**Layout detail**

Window x 46 to 71, y 23 to 48 um. Cells in grey, sequential cells in the stronger grey; small squares are vias.
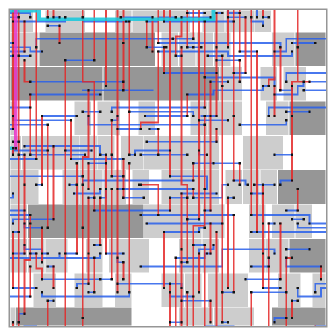
**Where the registers sit**

(2 px per um)
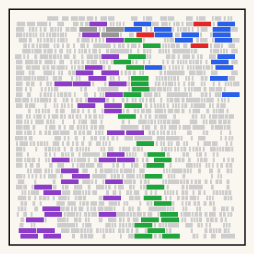
**Track usage over the die**

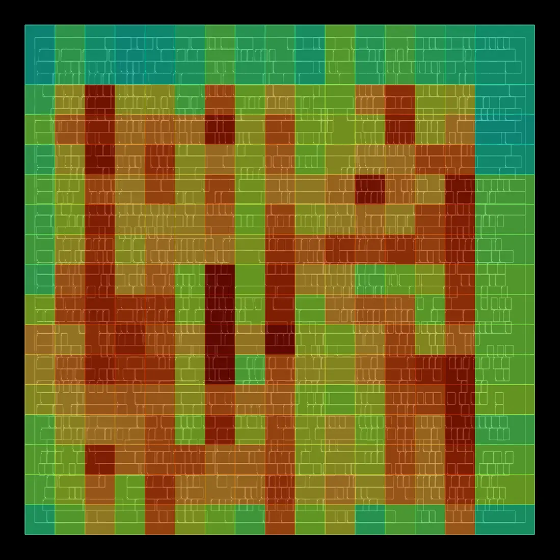
**Gate families picked out**

(2 px per um)
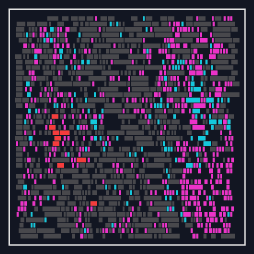
**Pin map**

(4 px per um) Pins as bars across the die edge, other pins in grey.
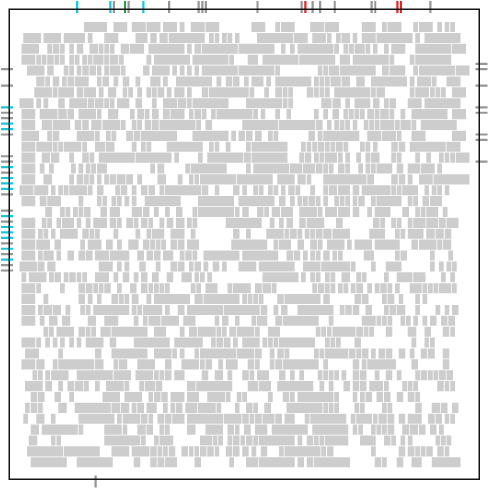
<file path="config.mk">
export PLATFORM = sky130hd
export DESIGN_NAME = fp_adder_pipelined
export DESIGN_NICKNAME = d
export VERILOG_FILES = /design/src/rtl/fp_adder_pipelined.sv
export SDC_FILE = /design/constraint.sdc
export NUM_CORES = 1
export LEC_CHECK = 0
export ABC_AREA = 1
export CAP_MARGIN = 10
export CORE_MARGIN = 2
export CORE_UTILIZATION = 60
export DETAILED_ROUTE_END_ITERATION = 16
export GPL_TIMING_DRIVEN = 0
export HOLD_SLACK_MARGIN = 0.08
export PLACE_DENSITY_LB_ADDON = 0.1
export SLEW_MARGIN = 25
export SYNTH_ARGS = -nofsm -noshare
export SYNTH_HDL_FRONTEND = slang
export SYNTH_SLANG_ARGS = --single-unit
</file>
<file path="constraint.sdc">
create_clock -name i_Clock -period 5.3 [get_ports i_Clock]
set_clock_uncertainty 0.15 [all_clocks]
set_input_delay 1.06 -clock i_Clock [delete_from_list [all_inputs] [get_ports i_Clock]]
set_output_delay 1.06 -clock i_Clock [all_outputs]
set_load 0.01 [all_outputs]
</file>
<file path="src/rtl/fp_adder_pipelined.sv">
// Three-stage floating-point adder/subtractor: align, add, normalise/round.
// Denormals flush to zero; specials are resolved in the align stage.
module fp_adder_pipelined #(
  parameter int EXP_W = 5,
  parameter int MAN_W = 10
) (
  input  logic                 i_Clock,
  input  logic                 i_Reset,
  input  logic                 i_Valid,
  output logic                 o_Ready,
  input  logic [EXP_W+MAN_W:0] i_Addend1,
  input  logic [EXP_W+MAN_W:0] i_Addend2,
  input  logic                 i_Sub,
  output logic                 o_Valid,
  input  logic                 i_Ready,
  output logic [EXP_W+MAN_W:0] o_Sum,
  output logic [2:0]           o_Flags
);

  localparam int W  = 1 + EXP_W + MAN_W;
  localparam int MW = MAN_W + 4;
  localparam int SW = MAN_W + 5;
  localparam logic [EXP_W-1:0] EMAX = '1;
  localparam logic [W-1:0] QNAN =
    {1'b0, EMAX, 1'b1, {(MAN_W-1){1'b0}}};

  typedef struct packed {
    logic             sgn;
    logic [EXP_W-1:0] exp;
    logic             sub;
    logic [MW-1:0]    a;
    logic [MW-1:0]    b;
    logic             spec;
    logic [W-1:0]     sval;
    logic [2:0]       sflg;
  } s1_t;

  typedef struct packed {
    logic             sgn;
    logic [EXP_W-1:0] exp;
    logic [SW-1:0]    sum;
    logic             spec;
    logic [W-1:0]     sval;
    logic [2:0]       sflg;
  } s2_t;

  s1_t s1_d, s1_q;
  s2_t s2_d, s2_q;
  logic v1, v2, en;
  logic [W-1:0] res;
  logic [2:0] flg;

  assign o_Ready = ~o_Valid | i_Ready;
  assign en = o_Ready;

  logic sa, sb, za, zb, na, nb, ia, ib, swp;
  logic [EXP_W-1:0] ea, eb, el, es, d;
  logic [MAN_W-1:0] ma, mb;
  logic [MAN_W:0] ha, hb, hl, hs;
  logic [2*MAN_W+3:0] wide;

  always_comb begin
    sa = i_Addend1[W-1];
    ea = i_Addend1[W-2:MAN_W];
    ma = i_Addend1[MAN_W-1:0];
    sb = i_Addend2[W-1] ^ i_Sub;
    eb = i_Addend2[W-2:MAN_W];
    mb = i_Addend2[MAN_W-1:0];
    za = ea == '0;
    zb = eb == '0;
    na = (ea == EMAX) && (ma != '0);
    nb = (eb == EMAX) && (mb != '0);
    ia = (ea == EMAX) && (ma == '0);
    ib = (eb == EMAX) && (mb == '0);
    ha = za ? '0 : {1'b1, ma};
    hb = zb ? '0 : {1'b1, mb};
    swp = {eb, hb} > {ea, ha};
    el = swp ? eb : ea;
    es = swp ? ea : eb;
    hl = swp ? hb : ha;
    hs = swp ? ha : hb;
    d = el - es;
    wide = {hs, {(MAN_W+3){1'b0}}} >> d;
    s1_d = '0;
    s1_d.sgn = swp ? sb : sa;
    s1_d.exp = el;
    s1_d.sub = sa ^ sb;
    s1_d.a = {hl, 3'b000};
    // far-shifted operand only survives as sticky
    if (int'(d) >= MAN_W + 3)
      s1_d.b = {{(MW-1){1'b0}}, |hs};
    else
      s1_d.b = {wide[2*MAN_W+3:MAN_W+1], |wide[MAN_W:0]};
    if (na | nb) begin
      s1_d.spec = 1'b1;
      s1_d.sval = QNAN;
    end else if (ia & ib & (sa ^ sb)) begin
      s1_d.spec = 1'b1;
      s1_d.sval = QNAN;
      s1_d.sflg = 3'b100;
    end else if (ia) begin
      s1_d.spec = 1'b1;
      s1_d.sval = {sa, EMAX, {MAN_W{1'b0}}};
    end else if (ib) begin
      s1_d.spec = 1'b1;
      s1_d.sval = {sb, EMAX, {MAN_W{1'b0}}};
    end else if (za & zb) begin
      s1_d.spec = 1'b1;
      s1_d.sval = {sa & sb, {(W-1){1'b0}}};
    end
  end

  always_comb begin
    s2_d.sgn  = s1_q.sgn;
    s2_d.exp  = s1_q.exp;
    s2_d.spec = s1_q.spec;
    s2_d.sval = s1_q.sval;
    s2_d.sflg = s1_q.sflg;
    if (s1_q.sub)
      s2_d.sum = {1'b0, s1_q.a} - {1'b0, s1_q.b};
    else
      s2_d.sum = {1'b0, s1_q.a} + {1'b0, s1_q.b};
  end

  logic [MW-1:0] n;
  logic [MAN_W+1:0] mr;
  logic up;
  int ex, lz;

  always_comb begin
    lz = MW;
    for (int i = 0; i < MW; i++)
      if (s2_q.sum[i]) lz = MW - 1 - i;
    ex = int'(s2_q.exp);
    if (s2_q.sum[SW-1]) begin
      n = s2_q.sum[SW-1:1];
      n[0] = s2_q.sum[1] | s2_q.sum[0];
      ex = ex + 1;
    end else begin
      n = s2_q.sum[MW-1:0] << lz;
      ex = ex - lz;
    end
    up = n[2] & (n[3] | n[1] | n[0]);
    mr = {1'b0, n[MW-1:3]} + {{(MAN_W+1){1'b0}}, up};
    if (mr[MAN_W+1]) begin
      mr = mr >> 1;
      ex = ex + 1;
    end
    res = {s2_q.sgn, ex[EXP_W-1:0], mr[MAN_W-1:0]};
    flg = {2'b00, |n[2:0]};
    if (s2_q.spec) begin
      res = s2_q.sval;
      flg = s2_q.sflg;
    end else if (s2_q.sum == '0) begin
      res = '0;
      flg = '0;
    end else if (ex >= int'(EMAX)) begin
      res = {s2_q.sgn, EMAX, {MAN_W{1'b0}}};
      flg = 3'b011;
    end else if (ex <= 0) begin
      res = {s2_q.sgn, {(W-1){1'b0}}};
      flg = 3'b001;
    end
  end

  always_ff @(posedge i_Clock or posedge i_Reset) begin
    if (i_Reset) begin
      v1      <= 1'b0;
      v2      <= 1'b0;
      s1_q    <= '0;
      s2_q    <= '0;
      o_Valid <= 1'b0;
      o_Sum   <= '0;
      o_Flags <= '0;
    end else if (en) begin
      v1      <= i_Valid;
      v2      <= v1;
      o_Valid <= v2;
      if (i_Valid) s1_q <= s1_d;
      if (v1) s2_q <= s2_d;
      if (v2) begin
        o_Sum   <= res;
        o_Flags <= flg;
      end
    end
  end

endmodule
</file>
==> run summary <==
Flow results.

- The sequential share of power is 20.5%.
- The number of sinks driven by the clock tree is 85.
- The maximum number of buffers from clock root to sink is 2.
- The net count reported at finish is 1316.
- The source-to-sink clock delay at the later pin of the worst-skew pair is 0.35 ns.
- The endpoint identified for the worst register-to-register timing path is o_Sum[11]$_DFFE_PP0P_.
- The initial antenna violation count is 0.
- The post-CTS setup buffer count is 2.
- The internal reg-to-reg setup slack is 0.69 ns.
- Per the layout area report, the combinational gate area comes to 4850 um2.
- The startpoint of the most critical hold path is v2$_DFFE_PP0N_.
- The placement stage leaves a total instance area of 8500 um2.
- The buffer count excluding the clock tree in the final layout is 97.
- For reference, compound AND-OR and OR-AND cells occupy 15.1% of the area reported after synthesis.
- The setup path with the least slack is of type input port to register.
- The post-placement worst setup slack is -1.00 ns.
- The first global-routing pass estimated 34900 um of wire.
- Per the power-grid run, VDD falls by no more than 268 uV.
- The worst register-to-register path depth is 36.
- The number of global-route vias before repair was 7390.
- The leakage component of the power is 0.00440 uW.
- After layout, the worst setup slack is 0.259 ns.
- In this run the maximum-capacitance check reported violations numbering 0.
- The core outline area is 12600 um2.
- The worst hold slack across all endpoints is 0.324 ns.
- The layout has 1143 filler cells.
- Derived from the worst setup path, the maximum achievable clock frequency is 0.198 GHz.
- The final power report lists total power as 5410 uW.
- STA shows the worst min-delay path finishing at o_Valid$_DFFE_PP0N_.
- Summed over all nets, wire length on met2 after detailed routing comes to 10900 um.
- The total congestion overflow after global routing is 0.
- For this design the top-level I/O count stands at 58.
- Synthesis produced a netlist with a net count of 1242.
- The remaining max-slew budget at the tightest pin is 49.8%.
- The largest driver fanout on the critical path is 10.
- For this run, the number of standard cells in the final layout without fillers is 1403.
- The flip-flop count of the largest register after layout is 37.
- The stage delay of the slowest cell on the critical path is 0.51 ns.
- For reference, simple AND, OR, NAND and NOR cells occupy 34.7% of the area reported after synthesis.
- The sort of element at the end of the critical path is a register.
- The flow ran to the end, and the final reports show no timing, DRC or antenna violations.
- The critical path capture point is s1_q[20]$_DFFE_PP0P_.
- The count of flip-flops with a built-in enable after synthesis is 0.
- The busiest metal layer after global routing is met2.
- The flop count is 85.
- In the finished design, the share of the clock period the worst path needs comes to 95.1%.
- Per the log, the first TritonRoute iteration ended with a DRC count of 499.
- The power per cell area is 606 nW/um2.
- The area fraction in mux cells is 1.17%.
- The final estimated routing congestion in global placement is 0.988.
- The post-route standard cell area excluding fillers is 8910 um2.
- The timing report shows that the slowest cell on the worst path is sky130_fd_sc_hd__clkdlybuf4s50_1.
- The power report lists cell-internal power as 2540 uW.
- The quantity of gates resized following cts is 9.
- Entering global routing, the biggest net connects 58 pins.
- By count the netlist is led by sky130_fd_sc_hd__nand2_1 (312), sky130_fd_sc_hd__inv_1 (139), sky130_fd_sc_hd__nand3_1 (104), sky130_fd_sc_hd__o21ai_0 (104), sky130_fd_sc_hd__nor2_1 (97).
- The fraction of area in non-clock buffers is 9.26%.
- The startpoint of the worst-slack reg-to-reg timing path is s2_q[21]$_DFFE_PP0P_.
- The number of H-tree branching levels is 3.
- In this run the biggest area consumer among cell types represents 27.7% of the synthesized area.
- The arithmetic-cell share of the synthesized area counting full adders, half adders and majority gates is 8.83%.
- The fraction of final cell area spent on clock buffers and inverters in this run is 3.35%.
- The post-route antenna net violation count is 0.
- Looking at area per cell type in the netlist, the leader is sky130_fd_sc_hd__dfrtp_1.
- The total die size is 13700 um2.
- The classification of the worst-slack hold path is register to register.
- The critical path startpoint is i_Addend1[10].
- By instance count after routing, the leading logic cell types are sky130_fd_sc_hd__nand2_1 (310), sky130_fd_sc_hd__inv_1 (138), sky130_fd_sc_hd__nand3_1 (104).
- For this block, wires on met1 add up to 9050 um.
- Sequential power for this build is 1110 uW.
- Yosys reported that registers with async set or reset make up 100%.
- The measured slew at the worst slew-check pin is 0.751 ns.
- The cell type with the highest occurrence count on the critical path is sky130_fd_sc_hd__nand2_1.
- The largest registers in the layout are s1_q (37), s2_q (26), o_Sum (16).
- The total tool warning count is 38.
- The number of warnings printed during yosys synthesis is 0.
- The share of the synthesized netlist area taken by xor and xnor gates is 2.74%.
- According to the report, the first pass of detailed routing completed in 5 iterations.
- In the Yosys report, the sequential cells make up 27.7% of the chip area.
- The main area contributors are sky130_fd_sc_hd__dfrtp_1 (28%), sky130_fd_sc_hd__nand2_1 (15%), sky130_fd_sc_hd__ha_1 (8.3%).
- In this design, the largest share of critical-path delay is due to simple AND/OR/NAND/NOR gates.
- Of the total power, combinational logic draws 67.6%.
- The clock buffer count is 10.
- The most frequent cell after synthesis is sky130_fd_sc_hd__nand2_1.
- The total met3 wirelength after detailed routing is 831 um.
- The routed wire length is 21500 um.
- Once placement completed, the tool counted placed cells totaling 1382.
- The number of cells in the yosys synthesis report is 1152.
- The number of vias in the routed layout is 7896.
- The number of multi-input combinational cells in the layout is 877.
- The final timing report derives a shortest allowable period of 5.04 ns.
- The count of inverters other than clock inverters in the layout is 156.
- Per the post-CTS timing run, clock transition at the registers of the reported paths is 0.07 ns.
- The number of buffers and inverters on the critical path is 4.
- The final total negative setup slack is 0 ns.
- The number of placement rows is 41.
- The synthesized instance count is 1152.
- Each instance of the synthesized netlist takes up on average 6.67 um2.
- The fraction of layout instances using a drive strength above 1 is 8.12%.
- The path length in cells of the critical path is 24.
- For this run, the detailed router reports a per-instance via density of 5.63.
- The data arrival time of the critical path is 5.13 ns.
- The detailed router used layers up to and including met4.
- TritonCTS built the clock tree.
- For this floorplan the total number of well-tap instances is 172.
- The synthesized netlist contains 51 unique library cells.
- The largest contributor to cell area by class is combinational gates.
- After detailed routing, the number of remaining DRC violations is 0.
- STA classifies the critical path startpoint as an input port.
- The register with the highest flop count is s1_q.
- The summed instance area of the synthesized netlist is 7680 um2.
- The total half-perimeter wirelength after legalization and detailed placement is 17000 um.
- Walking the worst path, the cells encountered are clkdlybuf4s50_1, inv_1, nand4_1, clkbuf_4, nand2_1, ha_1, nand2_1, nor2_2, nand2_1, o211ai_1, nand2_1, nand3_1, nand2_4, o21ai_2, o21ai_1, ha_2, clkbuf_2, mux2i_1, mux2i_2, nand2_1, nor3_2, nand3_1, nand2_1, a21oi_1.
- Summed over all combinational cells, the power is 3650 uW.
- Per the detail_route report, routed wire per instance is 15.3 um.
- The clock network power is 643 uW.
- The switching power summed over all nets is 2870 uW.
Back to the opening pictures, 'layout detail':
legend:
  metal 2:
    colour: red
  metal 3:
    colour: cyan
  metal 4:
    colour: magenta
  metal 1:
    colour: blue
most frequent: o21ai_0 (12), inv_1 (10), nand2_1 (9)
cells with their middle in the window: 66
sequential cells in the window: 5
netlist names of flops here include: s1_q (5)

Back to the opening pictures, 'where the registers sit':
legend:
  s1_q:
    colour: purple
    flops: 37
  o_Flags:
    colour: red
    flops: 3
  o_Sum:
    colour: blue
    flops: 16
    where: upper right
  s2_q:
    colour: green
    flops: 26
not coloured: 3
final core utilization: 70.9%
Sequential cell area: 2130 um2
sequential share of cell area: 23.9%

Back to the opening pictures, 'track usage over the die':
met1 usage: 39.0%
met3 demand-to-capacity share in global routing: 3.91%
met2 Usage GRT: 58.7%
GRT Total Usage: 32.4%

Back to the opening pictures, 'gate families picked out':
legend:
  NAND gates:
    colour: magenta
    cells: 458
    most_used: nand2_1
    where: widely spread
  multiplexers:
    colour: red
    cells: 9
    most_used: mux2i_1
    where: middle left
  NOR gates:
    colour: cyan
    cells: 130
    most_used: nor2_1
    where: widely spread
most frequent standard cell in the layout excluding fill and tap cells: sky130_fd_sc_hd__nand2_1
share of cell area taken by multi-input logic gates: 54.4%

Back to the opening pictures, 'pin map':
legend:
  i_Sub:
    colour: green
    pins: 1
    direction: input
    edge: top
  i_Addend1:
    colour: cyan
    pins: 16
    direction: input
    edge: 13 left, 3 top
  o_Flags:
    colour: red
    pins: 3
    direction: output
    edge: top
Die Ht: 117 um
PortBufs: 57
DIE WIDTH: 117 um

Power and IR drop assume default switching activity.
